==> config.mk <==
export PLATFORM = sky130hd
export DESIGN_NAME = led_mode_sequencer
export DESIGN_NICKNAME = d
export VERILOG_FILES = /design/src/rtl/led_mode_sequencer.sv
export SDC_FILE = /design/constraint.sdc
export NUM_CORES = 1
export LEC_CHECK = 0
export CAP_MARGIN = 20
export CORE_ASPECT_RATIO = 0.75
export CORE_MARGIN = 4
export CORE_UTILIZATION = 39
export DETAILED_ROUTE_END_ITERATION = 12
export PLACE_DENSITY = 0.6
export SETUP_SLACK_MARGIN = 0.15
export SYNTH_ARGS = -nofsm -noshare
export SYNTH_HDL_FRONTEND = slang
export SYNTH_SLANG_ARGS = --single-unit
==> constraint.sdc <==
create_clock -name clk -period 2.9 [get_ports clk]
set_input_delay 0.87 -clock clk [delete_from_list [all_inputs] [get_ports clk]]
set_output_delay 0.87 -clock clk [all_outputs]
set_load 0.01 [all_outputs]
==> src/rtl/led_mode_sequencer.sv <==
// rtl/led_mode_sequencer.sv - debounced pushbutton mode sequencer for the 4-bit LED bank
module led_mode_sequencer #(
    parameter int DEBOUNCE_CYC = 500000,
    parameter int TICK_DIV     = 12500000
) (
    input  logic       clk,
    input  logic       rst_n,
    input  logic       dip,
    input  logic [1:0] pb,
    output logic [3:0] LED,
    output logic [1:0] mode,
    output logic       paused
);

    localparam int DB_W = $clog2(DEBOUNCE_CYC);
    localparam int TK_W = $clog2(TICK_DIV);
    localparam logic [DB_W-1:0] DB_MAX = DB_W'(DEBOUNCE_CYC - 1);
    localparam logic [TK_W-1:0] TK_MAX = TK_W'(TICK_DIV - 1);

    typedef enum logic [1:0] {
        M_OFF   = 2'b00,
        M_ALL   = 2'b01,
        M_BLINK = 2'b10,
        M_CHASE = 2'b11
    } mode_e;

    logic [1:0]      sync1_q;
    logic [1:0]      sync2_q;
    logic [1:0]      stable_q;
    logic [1:0]      stable_prev_q;
    logic [DB_W-1:0] db_cnt_q [2];

    mode_e           mode_q;
    logic [3:0]      led_q;
    logic            paused_q;
    logic [TK_W-1:0] tick_cnt_q;

    logic [1:0] press;
    logic       step_press;
    logic       pause_press;
    logic       anim_mode;
    logic [3:0] led_step_d;

    always_ff @(posedge clk or negedge rst_n) begin
        if (!rst_n) begin
            sync1_q       <= '0;
            sync2_q       <= '0;
            stable_q      <= '0;
            stable_prev_q <= '0;
            for (int i = 0; i < 2; i++) db_cnt_q[i] <= '0;
        end else begin
            sync1_q       <= pb;
            sync2_q       <= sync1_q;
            stable_prev_q <= stable_q;
            for (int i = 0; i < 2; i++) begin
                if (sync2_q[i] == stable_q[i]) begin
                    db_cnt_q[i] <= '0;
                end else if (db_cnt_q[i] == DB_MAX) begin
                    stable_q[i] <= sync2_q[i];
                    db_cnt_q[i] <= '0;
                end else begin
                    db_cnt_q[i] <= db_cnt_q[i] + 1'b1;
                end
            end
        end
    end

    assign press       = stable_q & ~stable_prev_q;
    assign step_press  = press[0];
    assign pause_press = press[1];
    assign anim_mode   = (mode_q == M_BLINK) || (mode_q == M_CHASE);

    // BLINK pattern 1100/0011 is a pure inversion; CHASE rotates left
    always_comb begin
        led_step_d = led_q;
        if (mode_q == M_BLINK) led_step_d = ~led_q;
        else if (mode_q == M_CHASE) led_step_d = {led_q[2:0], led_q[3]};
    end

    always_ff @(posedge clk or negedge rst_n) begin
        if (!rst_n) begin
            mode_q     <= M_OFF;
            led_q      <= 4'b0000;
            paused_q   <= 1'b0;
            tick_cnt_q <= '0;
        end else if (!dip) begin
            mode_q     <= M_OFF;
            led_q      <= 4'b0000;
            paused_q   <= 1'b0;
            tick_cnt_q <= '0;
        end else if (step_press) begin
            paused_q   <= 1'b0;
            tick_cnt_q <= '0;
            case (mode_q)
                M_OFF:   begin mode_q <= M_ALL;   led_q <= 4'b1111; end
                M_ALL:   begin mode_q <= M_BLINK; led_q <= 4'b1100; end
                M_BLINK: begin mode_q <= M_CHASE; led_q <= 4'b0001; end
                default: begin mode_q <= M_OFF;   led_q <= 4'b0000; end
            endcase
        end else if (pause_press && anim_mode) begin
            // tick counter is held so resume keeps the remaining interval
            paused_q <= ~paused_q;
        end else if (anim_mode && !paused_q) begin
            if (tick_cnt_q == TK_MAX) begin
                tick_cnt_q <= '0;
                led_q      <= led_step_d;
            end else begin
                tick_cnt_q <= tick_cnt_q + 1'b1;
            end
        end
    end

    assign LED    = led_q;
    assign mode   = mode_q;
    assign paused = paused_q;

endmodule

Figure 1. Cell classes on the final placement (run 1).
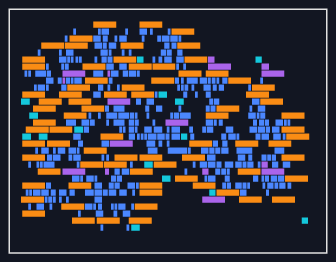
- purple: clock drivers and dummy loads (cells 16)
- orange: flip-flops (cells 77)
- cyan: other buffers and delay cells (cells 15)
- blue: all other logic (cells 297)
post-route cell area: 0.00436 sq mm
num rows: 31
sequential cell area share: 0.442
final core utilization: 0.451

Figure 2. Clock distribution (run 1).
The bar under the picture is 20 um long.
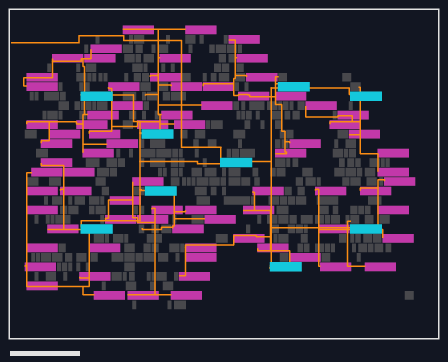
- cyan: cells driving clock nets (count 9)
- magenta: flip-flops (count 77)
- orange: clock wires (length 1060 um)
- routed clock nets: 10
clk latency late pin: 0.34 ns
clock skew: 0.00489 ns
Clk pwr share: 0.469

==> deck_impl_summary.md, run 1 <==
Run Summary

Floorplanning
  • Die width: 123 um

STA
  • TNS Setup: 0 ns
  • Relative slew margins: 0.445
  • RSZ-0062 raised after global routing: no
  • Fin crit period: 2.43 ns

Setup path
  • Worst path arrival time: 2.66 ns
  • R2r startpoint: mode[0]$_DFFE_PN0N_
  • Worst setup EP type: register

Pwr
  • Tot Pwr: 2180 uW
  • Pint: 1680 uW
  • P_comb: 65.5 uW
  • Combinational share of power: 0.030
  • Biggest consumer: registers

Route
  • Post-DRT Antenna Nets: 0

Outcome
  • Outcome: complete, no violations

Global route
  • Largest net degree at the start of global routing: 46

Hold path
  • Worst hold-check path type: register to register

Synthesis
  • Avg Cell Area, Syn: 9.96 sq um

Placement
  • DP Area: 0.00409 sq mm

Clock network
  • TritonCTS buffer count: 9
  • CTS root buffer: clkbuf_16

Final layout
  • Nets: 412
Figure 3. Wire density map (run 1).
25 x 19 tiles, from dark blue (low) to red (high), scaled to the fullest tile. Values are wire area over tile area, all layers added.
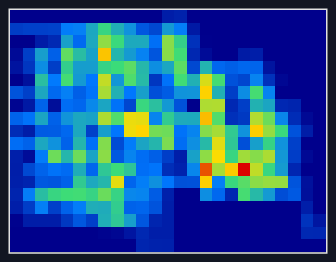
- nearly empty tiles: 31%
- fullest tile: 0.45
- densest ninth of the die: centre

[run 1: worst max-delay path, delay by kind of cell (launching register included)]
| family | cells | cell delay [ns] |
|---|---|---|
| AOI/OAI and AO/OA | 1 | 0.24 |
| adders and majority gates | 1 | 0.34 |
| buffers and inverters | 1 | 0.10 |
| DFF | 1 | 0.44 |
| muxes | 1 | 0.34 |
| and+or+nand+nor | 3 | 0.85 |
[run 1: cells in the final DEF, fill, tap and decap left out, types with 3 or more instances in the layout]
cell and n:
nor4b_1 4, nor3_1 3, clkdlybuf4s50_1 10, nor2_1 66, mux2_2 3, nand3_1 22
dfrtp_1 77, xnor2_1 17, o31ai_1 5, and4_1 12, xor2_1 33, o21ai_0 6
or4_1 4, nand4_1 18, buf_4 5, nand2_1 28, ha_1 7, inv_1 10
or2_2 4, a31oi_1 3, and3_1 12, a21oi_1 11, mux2i_1 4, clkbuf_16 9
or3_1 4, clkinvlp_4 3
[run 1: per-layer routing]
metal | share of wire | up-vias | track usage | routed length [um]
li1 | - | 1377 | - | -
met1 | 0.53 | 1298 | 0.201 | 3820
met2 | 0.41 | 24 | 0.196 | 2990
met3 | 0.039 | 11 | 0.0524 | 282
met4 | 0.017 | 0 | 0.0531 | 120
met5 | 0 | - | 0 | 0
[run 1: sequential cells by signal (all words and copies together) (netlist names)]
register,flops
stable_prev_q,2
LED,4
stable_q,2
sync2_q,2
mode,2
tick_cnt_q,24
paused,1
db_cnt_q,38
sync1_q,2
[run 1: logic make-up after synthesis]
group / after synthesis / synth area share
AOI/OAI and AO/OA: 33 / 0.0571
buffers and inverters: 23 / 0.0266
and+or+nand+nor: 190 / 0.261
xor gates and xnor gates: 50 / 0.114
adders and majority gates: 7 / 0.0227
muxes: 7 / 0.0192
DFF: 77 / 0.500
[run 1: worst max-delay path by stage]
stage	startpoint	to	slack, ns	depth (start not counted)
after floorplan	mode[0]$_DFFE_PN0N_	LED[3]$_DFFE_PN0P_	0.76	8
after global placement	dip	tick_cnt_q[23]$_DFFE_PN0P_	0.36	5
after detailed placement	dip	tick_cnt_q[23]$_DFFE_PN0P_	0.32	5
after CTS	mode[0]$_DFFE_PN0N_	LED[3]$_DFFE_PN0P_	0.44	7
after global routing	mode[0]$_DFFE_PN0N_	tick_cnt_q[12]$_DFFE_PN0P_	0.20	8
final	mode[0]$_DFFE_PN0N_	LED[3]$_DFFE_PN0P_	0.47	7
[run 1: per-stage QoR]
step | hold slack [ns] | std cells | util
2_1_floorplan | 0.331 | 387 | -
3_3_place_gp | 0.333 | 521 | 0.424
3_5_place_dp | 0.344 | 521 | 0.424
4_1_cts | 0.357 | 537 | 0.451
5_1_grt | 0.369 | 537 | 0.451
6_report | 0.354 | 537 | 0.451
[run 1: area by class of cell]
| class | instances | area, sq um | share of cell area |
|---|---|---|---|
| flip-flops and latches | 77 | 1930 | 0.442 |
| multi-input cells | 287 | 1820 | 0.418 |
| clock buffers | 11 | 233 | 0.0534 |
| well taps | 132 | 165 | 0.0379 |
| repair buffers | 15 | 138 | 0.0316 |
| inverters | 10 | 37.5 | 0.00861 |
| clock inverters | 5 | 36.3 | 0.00832 |
==> run 1 -> run 2 <==
==> constraint.sdc (replaced) <==
create_clock -name clk -period 2.5 [get_ports clk]
set_input_delay 0.75 -clock clk [delete_from_list [all_inputs] [get_ports clk]]
set_output_delay 0.75 -clock clk [all_outputs]
set_load 0.01 [all_outputs]
Figure 4. Cell classes on the final placement (run 2).
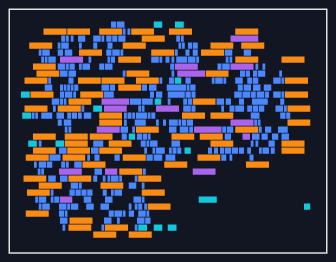
- orange: flip-flops (cells 77)
- purple: clock drivers and dummy loads (cells 16)
- cyan: other buffers and delay cells (cells 16)
- blue: all other logic (cells 297)
final core utilization: 0.466
Core ar.: 0.00966 sq mm
post-route cell area: 0.00450 sq mm
sequential cell area share: 0.428

Figure 5. The metal 4 layer (run 2).
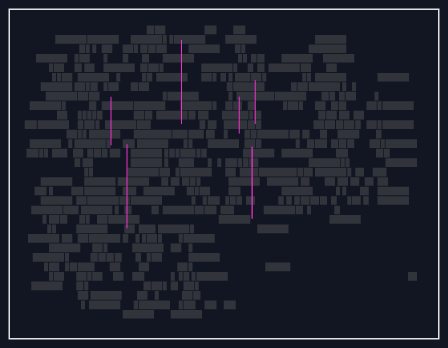
- wire length on this layer: 104 um
- nets with wire on the layer: 3
- main direction: vertical

==> run 2 against run 1 <==
Against the previous run:
- clock power up 61%
- largest power group is now clock
- sequential cell count unchanged
- critical endpoint is now tick_cnt_q[23]$_DFFE_PN0P_
- sequential power is about 20% higher
- critical path depth is the same
- first-iteration DRC count is 26% lower
- non-clock buffer count increased by 1
- critical path type unchanged
==> deck_impl_summary.md, run 2 <==
Run Summary

Clock network
  • CTS root buffer: clkbuf_16
  • TritonCTS buffer count: 9
  • Clk latency late pin: 0.33 ns

Outcome
  • Outcome: complete, no violations

Synthesis
  • And+or+nand+nor area frac: 0.261
  • Synth logic family: simple AND/OR/NAND/NOR gates
  • XOR-XNOR Cells, Area Fraction: 0.114
  • Avg Cell Area, Syn: 9.96 sq um
  • Ao+oa area frac: 0.0571

STA
  • Fin crit period: 2.16 ns
  • Relative slew margins: 0.527
  • Hold_ws: 0.352 ns

Final layout
  • Top cells excl fill/tap: 77 x dfrtp_1, 66 x nor2_1, 33 x xor2_1
  • Biggest register: db_cnt_q
  • Fin cells: 538
  • Max reg flops: 38
  • Commonest Layout Cell: dfrtp_1

Global route
  • Largest net degree at the start of global routing: 48

Setup path
  • Critical Path Source: mode[0]$_DFFE_PN0N_
  • Worst setup EP type: register
  • R2r startpoint: mode[0]$_DFFE_PN0N_

Floorplanning
  • Die width: 123 um

Pwr
  • Combinational share of power: 0.026
Figure 6. Wire density map (run 2).
25 x 19 tiles, from dark blue (low) to red (high), scaled to the fullest tile. Values are wire area over tile area, all layers added.
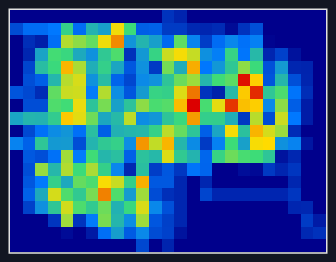
- mean over tiles: 0.097
- fullest tile: 0.36
- tiles over half the peak: 20%
- emptiest ninth of the die: south-east
- densest ninth of the die: centre
via count of the routed design: 2704
final wirelength: 7220 um
GRT Overall Usage: 0.143
WL/cell: 13.4 um

-- run 2: cell counts after synthesis --
No cell type changed its count.
-- run 2: critical path, stage by stage (launching register included) --
cell and delay [ns]:
dfrtp_1 0.44, inv_1 0.10, ha_1 0.17, o21bai_1 0.18, o211ai_4 0.36, nand3_4 0.16
or4_4 0.54, a21oi_2 0.13
-- run 2: stage by stage --
step / instance area [sq um] / setup slack [ns]
after floorplan: 3850 / 0.359
after global placement: 4110 / 0.177
after detailed placement: 4110 / 0.156
after CTS: 4490 / 0.296
after global routing: 4500 / 0.175
final: 4500 / 0.342
-- run 2: timing repair --
| action | 4_1_cts | 5_1_grt |
|---|---|---|
| hold buffers | 0 | 0 |
| buffers inserted | 0 | 0 |
| endpoints found under the setup margin | 0 | 17 |
| gates resized | 0 | 1 |
-- run 2: final cells by class --
cell class	count	area, sq um
timing repair buffer	16	158
inverter	10	37.5
sequential	77	1930
clock inverter	5	129
clock buffer	11	253
fill	901	5160
multi-input combinational	287	1830
tap	132	165
-- run 2: cells by family (layout without fill, tap and decap cells) --
| family | count (synthesis) | count (layout) |
|---|---|---|
| muxes | 7 | 7 |
| AOI/OAI and AO/OA | 33 | 33 |
| adders and majority gates | 7 | 7 |
| DFF | 77 | 77 |
| xor gates and xnor gates | 50 | 50 |
| and+or+nand+nor | 190 | 190 |
| buffers and inverters | 23 | 42 |
-- run 2: power groups by stage --
stage | clock, uW | sequential [uW] | combinational (uW)
final | 1640 | 1270 | 77.1
after CTS | 1690 | 1270 | 81.5
after global routing | 1730 | 1270 | 90.3
after detailed placement | 0 | 1290 | 81.1
after global placement | 0 | 1290 | 80.2
after floorplan | 0 | 1290 | 36.4
-- run 2: per-layer routing --
metal	up-vias	wire, um	global-route usage
li1	1374	-	-
met1	1292	3710	0.200
met2	24	3160	0.208
met3	14	243	0.0470
met4	0	104	0.0466
met5	-	0	0
-- run 2: how the worst max path moves through the flow --
stage	end	slack (ns)	cells past startpoint
floorplan	LED[3]$_DFFE_PN0P_	0.36	8
global placement	tick_cnt_q[23]$_DFFE_PN0P_	0.18	5
detailed placement	tick_cnt_q[23]$_DFFE_PN0P_	0.16	5
CTS	LED[3]$_DFFE_PN0P_	0.30	7
global route	tick_cnt_q[19]$_DFFE_PN0P_	0.17	7
finish	tick_cnt_q[23]$_DFFE_PN0P_	0.34	7
Power is estimated from default activity; no workload was simulated.
